## src/rtl/det_seq_if.sv

```systemverilog
// det_seq_if -- start/done handshake bundle for the sequential determinant engine.
//   start  : request, taken only while the engine is idle
//   matrix : N*N signed W-bit elements, row-major, element (0,0) in the MSBs
//   busy   : operation in progress
//   done   : one-cycle result strobe; det/ovf valid in that cycle and held after
//   det    : W-bit signed determinant (wrapped, or saturated when configured)
//   ovf    : exact determinant does not fit in W signed bits
// master drives requests, slave is the engine.
interface det_seq_if #(
  parameter int N = 5,
  parameter int W = 8
);
  logic                    start;
  logic [N*N*W-1:0]        matrix;
  logic                    busy;
  logic                    done;
  logic signed [W-1:0]     det;
  logic                    ovf;

  modport master (output start, matrix, input busy, done, det, ovf);
  modport slave  (input start, matrix, output busy, done, det, ovf);
endinterface

```

## src/rtl/det_seq.sv

```systemverilog
// det_seq -- sequential Leibniz determinant engine.
// Walks all N! permutations with iterative Heap's algorithm; each term is
// built with one multiply per cycle (MUL), added/subtracted into a wide exact
// accumulator (ACC), then the Heap loop advances one iteration per cycle (NEXT).
// Ports:
//   clk  : rising-edge clock
//   rst  : asynchronous active-low reset
//   bus  : det_seq_if.slave (start, matrix, busy, done, det, ovf)
// Parameters: N matrix order (2..5), W signed element/result width.
// Build option: define DET_SEQ_SAT_EN to saturate det on overflow instead of
// returning the two's-complement wrap of the exact value.
module det_seq #(
  parameter int N = 5,
  parameter int W = 8
) (
  input  logic     clk,
  input  logic     rst,
  det_seq_if.slave bus
);
  localparam int KW = $clog2(N);      // permutation entries, k, c[] values
  localparam int IW = $clog2(N + 1);  // Heap index i, reaches N
  localparam int PW = N * W;          // exact product of N elements
  localparam int AW = N * W + 7;      // exact sum of up to 120 terms
  localparam int MW = N * N * W;

  typedef enum logic [1:0] {S_IDLE, S_MUL, S_ACC, S_NEXT} state_t;

  state_t                   state_q, state_d;
  logic [MW-1:0]            mat_q, mat_d;
  logic [N-1:0][KW-1:0]     p_q, p_d;     // current permutation
  logic [N-1:0][KW-1:0]     c_q, c_d;     // Heap counters
  logic                     sign_q, sign_d;  // 1 = odd permutation
  logic [KW-1:0]            k_q, k_d;
  logic [IW-1:0]            i_q, i_d;
  logic signed [PW-1:0]     prod_q, prod_d;
  logic signed [AW-1:0]     acc_q, acc_d;
  logic signed [W-1:0]      det_q, det_d;
  logic                     ovf_q, ovf_d;
  logic                     done_q, done_d;

  // ---------------------------------------------------------------- decode
  logic [KW-1:0]        c_cur;     // c[i]
  logic [KW-1:0]        p_k;       // p[k]
  logic [KW-1:0]        swp_idx;   // partner of p[i] in the Heap swap
  logic [KW-1:0]        p_i_val, p_s_val;
  logic signed [W-1:0]  elem;      // M[k][p[k]]
  logic                 heap_swap, heap_last, mul_last, acc_fits;
  logic signed [PW-1:0] mul_src, elem_x;
  logic signed [AW-1:0] prod_x;
  logic signed [W-1:0]  det_res;

  always_comb begin
    c_cur   = '0;
    p_i_val = '0;
    p_k     = '0;
    for (int j = 0; j < N; j++) begin
      if (IW'(j) == i_q) begin
        c_cur   = c_q[j];
        p_i_val = p_q[j];
      end
      if (KW'(j) == k_q) p_k = p_q[j];
    end
    // odd i swaps with p[c[i]], even i with p[0]
    swp_idx = i_q[0] ? c_cur : '0;
    p_s_val = '0;
    for (int j = 0; j < N; j++)
      if (KW'(j) == swp_idx) p_s_val = p_q[j];
    elem = '0;
    for (int r = 0; r < N; r++)
      for (int c = 0; c < N; c++)
        if (KW'(r) == k_q && KW'(c) == p_k)
          elem = mat_q[(N*N-1-(r*N+c))*W +: W];
  end

  assign heap_swap = (IW'(c_cur) < i_q);
  assign heap_last = (i_q == IW'(N - 1));
  assign mul_last  = (k_q == KW'(N - 1));
  assign elem_x    = {{(PW-W){elem[W-1]}}, elem};
  assign mul_src   = (k_q == '0) ? PW'(1) : prod_q;
  assign prod_x    = {{(AW-PW){prod_q[PW-1]}}, prod_q};
  // value fits W signed bits iff all bits from W-1 upward agree
  assign acc_fits  = (&acc_q[AW-1:W-1]) | ~(|acc_q[AW-1:W-1]);

`ifdef DET_SEQ_SAT_EN
  always_comb begin
    det_res = acc_q[W-1:0];
    if (!acc_fits)
      det_res = acc_q[AW-1] ? {1'b1, {(W-1){1'b0}}} : {1'b0, {(W-1){1'b1}}};
  end
`else
  assign det_res = acc_q[W-1:0];
`endif

  // -------------------------------------------------------- state register
  always_ff @(posedge clk or negedge rst) begin
    if (!rst) begin
      state_q <= S_IDLE;
      mat_q   <= '0;
      p_q     <= '0;
      c_q     <= '0;
      sign_q  <= 1'b0;
      k_q     <= '0;
      i_q     <= '0;
      prod_q  <= '0;
      acc_q   <= '0;
      det_q   <= '0;
      ovf_q   <= 1'b0;
      done_q  <= 1'b0;
    end else begin
      state_q <= state_d;
      mat_q   <= mat_d;
      p_q     <= p_d;
      c_q     <= c_d;
      sign_q  <= sign_d;
      k_q     <= k_d;
      i_q     <= i_d;
      prod_q  <= prod_d;
      acc_q   <= acc_d;
      det_q   <= det_d;
      ovf_q   <= ovf_d;
      done_q  <= done_d;
    end
  end

  // ------------------------------------------------------------ next state
  always_comb begin
    state_d = state_q;
    case (state_q)
      S_IDLE: if (bus.start) state_d = S_MUL;
      S_MUL:  if (mul_last)  state_d = S_ACC;
      S_ACC:  state_d = S_NEXT;
      S_NEXT: begin
        if (heap_swap)      state_d = S_MUL;
        else if (heap_last) state_d = S_IDLE;
      end
      default: state_d = S_IDLE;
    endcase
  end

  // ------------------------------------------------ datapath / outputs
  always_comb begin
    mat_d  = mat_q;
    p_d    = p_q;
    c_d    = c_q;
    sign_d = sign_q;
    k_d    = k_q;
    i_d    = i_q;
    prod_d = prod_q;
    acc_d  = acc_q;
    det_d  = det_q;
    ovf_d  = ovf_q;
    done_d = 1'b0;
    case (state_q)
      S_IDLE: begin
        if (bus.start) begin
          mat_d  = bus.matrix;
          for (int j = 0; j < N; j++) p_d[j] = KW'(j);
          c_d    = '0;
          sign_d = 1'b0;
          acc_d  = '0;
          k_d    = '0;
          i_d    = IW'(1);
        end
      end
      S_MUL: begin
        // low PW bits of the product are exact: |prod| < 2^(PW-1)
        prod_d = mul_src * elem_x;
        k_d    = mul_last ? '0 : k_q + KW'(1);
      end
      S_ACC: begin
        acc_d = sign_q ? acc_q - prod_x : acc_q + prod_x;
        i_d   = IW'(1);
      end
      S_NEXT: begin
        if (heap_swap) begin
          for (int j = 0; j < N; j++) begin
            if (KW'(j) == swp_idx) p_d[j] = p_i_val;
            if (IW'(j) == i_q) begin
              p_d[j] = p_s_val;
              c_d[j] = c_q[j] + KW'(1);
            end
          end
          sign_d = ~sign_q;
          i_d    = IW'(1);
          k_d    = '0;
        end else begin
          for (int j = 0; j < N; j++)
            if (IW'(j) == i_q) c_d[j] = '0;
          i_d = i_q + IW'(1);
          if (heap_last) begin
            det_d  = det_res;
            ovf_d  = ~acc_fits;
            done_d = 1'b1;
          end
        end
      end
      default: ;
    endcase
  end

  assign bus.busy = (state_q != S_IDLE);
  assign bus.done = done_q;
  assign bus.det  = det_q;
  assign bus.ovf  = ovf_q;
endmodule
```

## src/flat_wrapper.sv

```systemverilog
// flat-port wrapper written by rule: the top's interface ports become plain ports
module det_seq_flat 
#(
  parameter int N = 5,
  parameter int W = 8
)
  (clk, rst, bus_start, bus_matrix, bus_busy, bus_done, bus_det, bus_ovf);
  det_seq_if #(.N(N), .W(W)) bus_i ();
  input  logic clk;
  input  logic rst;
  input wire logic [$bits(bus_i.start)-1:0] bus_start;
  input wire logic [$bits(bus_i.matrix)-1:0] bus_matrix;
  output wire logic [$bits(bus_i.busy)-1:0] bus_busy;
  output wire logic [$bits(bus_i.done)-1:0] bus_done;
  output wire logic [$bits(bus_i.det)-1:0] bus_det;
  output wire logic [$bits(bus_i.ovf)-1:0] bus_ovf;
  assign bus_i.start = bus_start;
  assign bus_i.matrix = bus_matrix;
  assign bus_busy = bus_i.busy;
  assign bus_done = bus_i.done;
  assign bus_det = bus_i.det;
  assign bus_ovf = bus_i.ovf;
  det_seq #(.N(N), .W(W)) u_core (.clk(clk), .rst(rst), .bus(bus_i));
endmodule
```

## config.mk

```make
export PLATFORM = sky130hd
export DESIGN_NAME = det_seq_flat
export DESIGN_NICKNAME = d
export VERILOG_FILES = /design/src/rtl/det_seq_if.sv /design/src/rtl/det_seq.sv /design/src/flat_wrapper.sv
export SDC_FILE = /design/constraint.sdc
export NUM_CORES = 2
export LEC_CHECK = 0
export CAP_MARGIN = 20
export CORE_MARGIN = 2
export CORE_UTILIZATION = 32
export CTS_BUF_LIST = sky130_fd_sc_hd__clkbuf_4 sky130_fd_sc_hd__clkbuf_8
export CTS_CLUSTER_DIAMETER = 200
export CTS_CLUSTER_SIZE = 16
export DETAILED_ROUTE_END_ITERATION = 8
export GPL_TIMING_DRIVEN = 0
export HOLD_SLACK_MARGIN = 0.12
export SLEW_MARGIN = 20
export SYNTH_ARGS = -nofsm -noshare
export SYNTH_HDL_FRONTEND = slang
export SYNTH_SLANG_ARGS = --single-unit
```

## constraint.sdc

```tcl
create_clock -name clk -period 15.9 [get_ports clk]
set_input_delay 3.18 -clock clk [delete_from_list [all_inputs] [get_ports clk]]
set_output_delay 3.18 -clock clk [all_outputs]
set_load 0.05 [all_outputs]
```

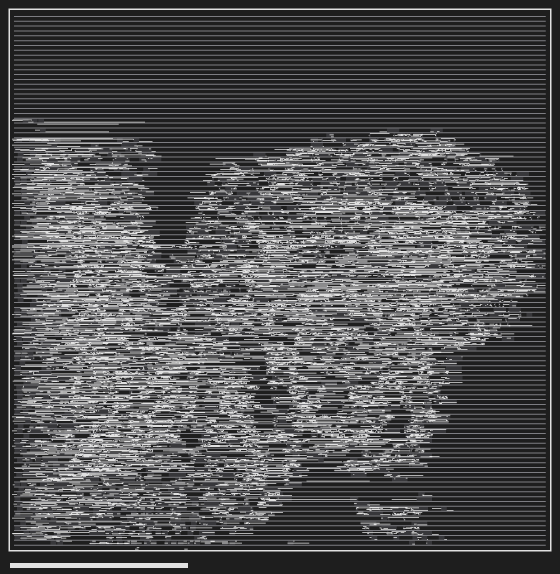
Figure 1: metal 1.
The bar under the picture is 100 µm long. Supply wires on this layer in gray. Cells faint in the background.
share of all routed wire: 44%
wire length on this layer: 40.2 mm
main direction: horizontal
longest straight run: 91.1 µm
final WL: 91730 µm
via count: 24.00k
GR Util met1: 0.2701

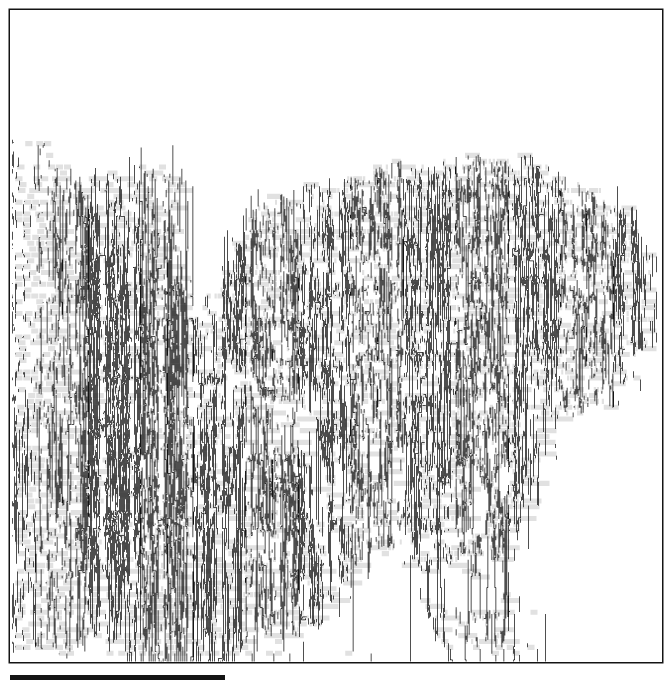
Figure 2: M2 wires.
The bar under the picture is 100 µm long. Cells faint in the background.
longest straight run: 77.5 µm
main direction: vertical

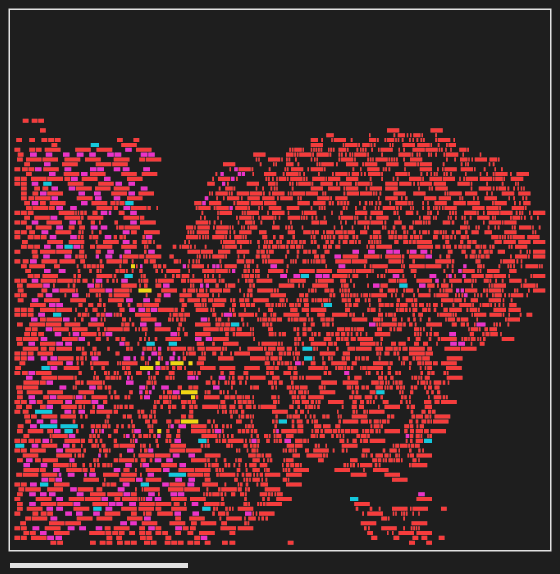
Figure 3: sizing map.
The bar under the picture is 100 µm long.
| color | size | cells | share | most used |
|---|---|---|---|---|
| magenta | x2 | 306 | 9.1% | mux2_2 |
| cyan | x6 and larger | 30 | 0.90% | clkbuf_8 |
| red | x1 and smaller | 3003 | 90% | nor2_1 |
| yellow | x3 and x4 | 10 | 0.30% | buf_4 |

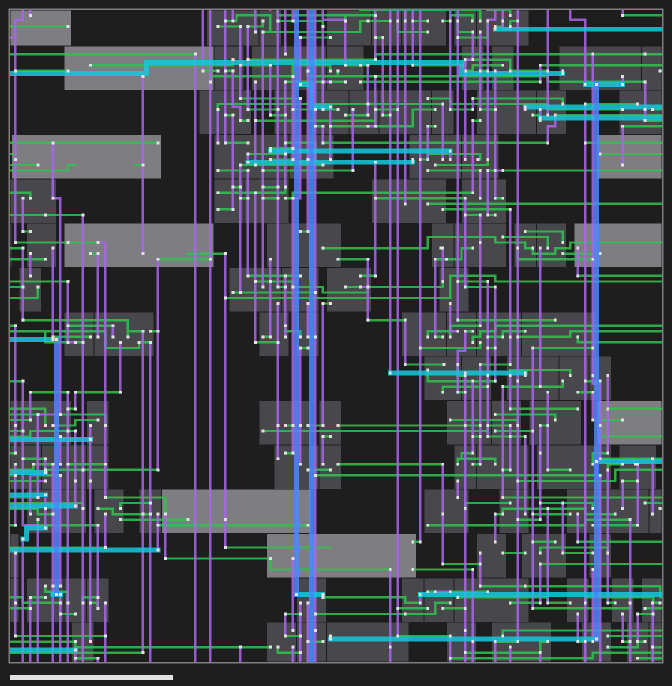
Figure 4: a small window of the routed layout.
The bar under the picture is 10 µm long. Region (131, 71) to (171, 111) µm. Cells in gray, sequential cells in the stronger gray; small squares are vias.
| color | layer |
|---|---|
| green | M1 |
| cyan | M3 |
| blue | M4 |
| purple | M2 |
most frequent: nor2_1 (12), a21oi_1 (11), nand2_1 (11)
cells with their middle in the window: 107
sequential cells in the window: 6
netlist names of flops here include: `u_core.p_q` (3), `u_core.acc_q` (2)

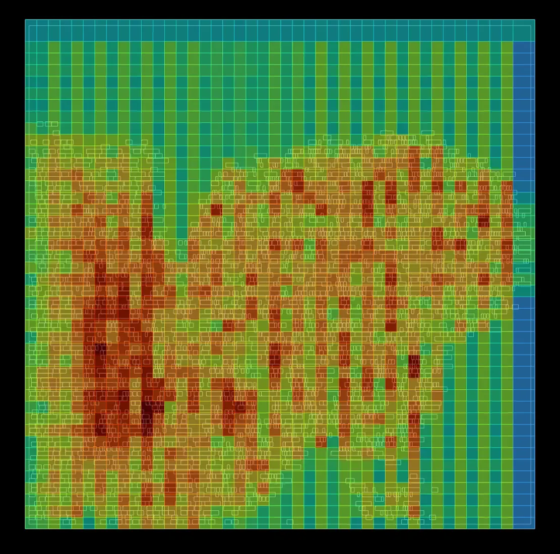
Figure 5: routing congestion.
met2 GRT Util: 0.3290
Total GRT Usage: 0.1987
Final Core Density: 0.3693
M3 GR Usage: 0.02621
Top Usage Layer GRT: met2

-- sequential cells by signal, indices dropped and copies added, names as in the netlist --
name and cells:
u_core.acc_q 47, u_core.bus.det 8, u_core.bus.done 1, u_core.bus.ovf 1, u_core.c_q 15, u_core.i_q 3
u_core.k_q 3, u_core.mat_q 200, u_core.p_q 15, u_core.prod_q 40, u_core.sign_q 1, u_core.state_q 2
-- final cells by class --
cell class / count / area [µm²] / area share
Multi-Input combinational cell: 2291 / 18320 / 0.5615
Sequential cell: 336 / 8408 / 0.2577
Timing Repair Buffer: 219 / 2257 / 0.06917
Tap cell: 1165 / 1458 / 0.04467
Inverter: 345 / 1295 / 0.03968
Buffer: 133 / 541.8 / 0.01660
Clock buffer: 24 / 330.3 / 0.01012
Clock inverter: 1 / 16.27 / 0.0004984
Antenna cell: 1 / 2.502 / 0.00007668
-- metrics by stage --
stage / TNS [ps] / cell area (µm²) / hold WS, ps / worst slack [ps]
after CTS: 0 / 32620 / 495.2 / 4090
after detailed placement: 0 / 32280 / 465.6 / 4168
after floorplan: 0 / 28570 / 449.8 / 7499
after global placement: -1245030 / 32160 / 464.8 / -3743
after global routing: 0 / 32630 / 519.4 / 3327
final: 0 / 32630 / 488.2 / 3840
-- kinds of logic (layout without fill, tap and decap cells) --
logic type | Yosys count | count (layout)
AOI/OAI and AO/OA | 639 | 639
xor gates and xnor gates | 108 | 108
adders and majority gates | 358 | 358
buffers and inverters | 478 | 722
DFF | 336 | 336
muxes | 268 | 268
other | 0 | 1
and+or+nand+nor | 918 | 918
==> ci_impl_report.md <==
## PnR job results

| Metric | Value |
|---|---|
| Crit Path Max Fanout | `10` |
| Register-to-Register Path Depth | `36` |
| Dominant cell area share | `0.2943` |
| Ys Warns | `0` |
| Max_cap viols | `0` |
| Type of the worst min-delay path | `reg -> reg` |
| Ys flop type | `dfrtp_1` |
| Met2 wire len | `approximately 43000 µm` |
| 1st-iter DRT viols | `1948` |
| Setup-failing EPs final | `0` |
| Drt pass-1 iters | `7` |
| Worst Tran Pin Value | `~1100 ps` |
| Reg2Reg Setup Slack | `3840 ps` |
| Final Skew | `about 60 ps` |
| Die width | `~300 µm` |
| Cell variety after synth | `93` |
| Worst path depth | `36` |
| Max-slew headroom | `0.2369` |
| Sink Count | `336` |
| Crit path DAT | `roughly 13000 ps` |
| # fillers | `just over 9k` |
| Chip height | `~300 µm` |
| Yosys synthesis chip area | `28570 µm²` |
| Top cells by area | `dfrtp_1, fa_1, mux2_2` |
| Most frequent logic cell in the layout | `nor2_1` |
| Area delta synth->final | `14.23%` |
| CTS tree | `yes` |
| Yosys stat cell total | `slightly above 3k` |
| Synth Register Bits | `about 340` |
| Max Used Layer | `met5` |
| Final non-filler cell total | `~4.5k` |
| # rows | `109` |
| Inserted Clock Buffers | `24` |
| Synth area leader | `dfrtp_1` |
| Share of cells above drive strength 1 | `0.1033` |
| XOR-XNOR Cells, Area Fraction | `0.03359` |
| Routed Antenna Nets | `0` |
| Syn Std Cell Area | `28570 µm²` |
| CP max stage delay | `roughly 760 ps` |
| Port buffer count | `approximately 210` |
| RR Startpoint | `u_core.k_q[2]` |
| Worst-path clk slew | `120 ps` |
| DP Wirelength | `approximately 74000 µm` |
| Met1 WL | `around 40000 µm` |
| Initial antenna violation count | `4` |
| First-pass GRT wire length | `around 140000 µm` |
| Synth Area in Simple Gates | `0.1464` |
| Synth logic family | `adder cells` |
| Critical path class | `reg -> reg` |
| Most common cell in the synthesized netlist | `nor2_1` |
| CP startpoint | `u_core.k_q[2]` |
| Startpoint types | `register` |
| Worst hold start | `u_core.bus.det[4]` |
| Log Warnings | `37` |
| Critical Path End Type | `register` |
| Slew Limit Fails | `0` |
| Setup crit end | `u_core.prod_q[39]` |
| Placed insts | `about 4.5k` |
| Clock root buffer | `clkbuf_8` |
| CP dominant cell by count | `ha_1` |
| Core box area | `88370 µm²` |
| Adder-cell area share of the yosys netlist | `0.2109` |
| Post-synth top cells | `nor2_1, inv_1, dfrtp_1` |
| R2r endpoint | `u_core.prod_q[39]` |
| Routability cong. | `0.9573` |
| FMAX | `about 0.083 GHz` |
| IO Pins | `214` |
| Maximum buffer depth of the clock tree | `3` |
| Seq share, synth | `0.2943` |
| Post_cts resized | `0` |
| Status | `finished clean` |
| CP required | `roughly 16000 ps` |
| Chip area | `91680 µm²` |
| Post-synthesis async set-or-reset flop share | `1.000` |
| Synth mux share | `0.1043` |
| Average wire per standard cell | `between 20 and 25 µm` |
| Setup repair bufs after CTS | `0` |
| Slowest stage cell on the critical path | `o21ai_0` |
| WHS Path Cells | `2` |
| Met3 wire length | `roughly 5400 µm` |
| Buffer and inverter count on the worst path | `7` |
| Gate count after technology mapping | `slightly above 3k` |
| Avg Inst Size Synth | `~9 µm²` |
| Largest net degree at the start of global routing | `approximately 96` |
| Worst path top cell family by delay | `AND-OR/OR-AND gates` |
| Number of global-route vias before repair | `around 24k` |
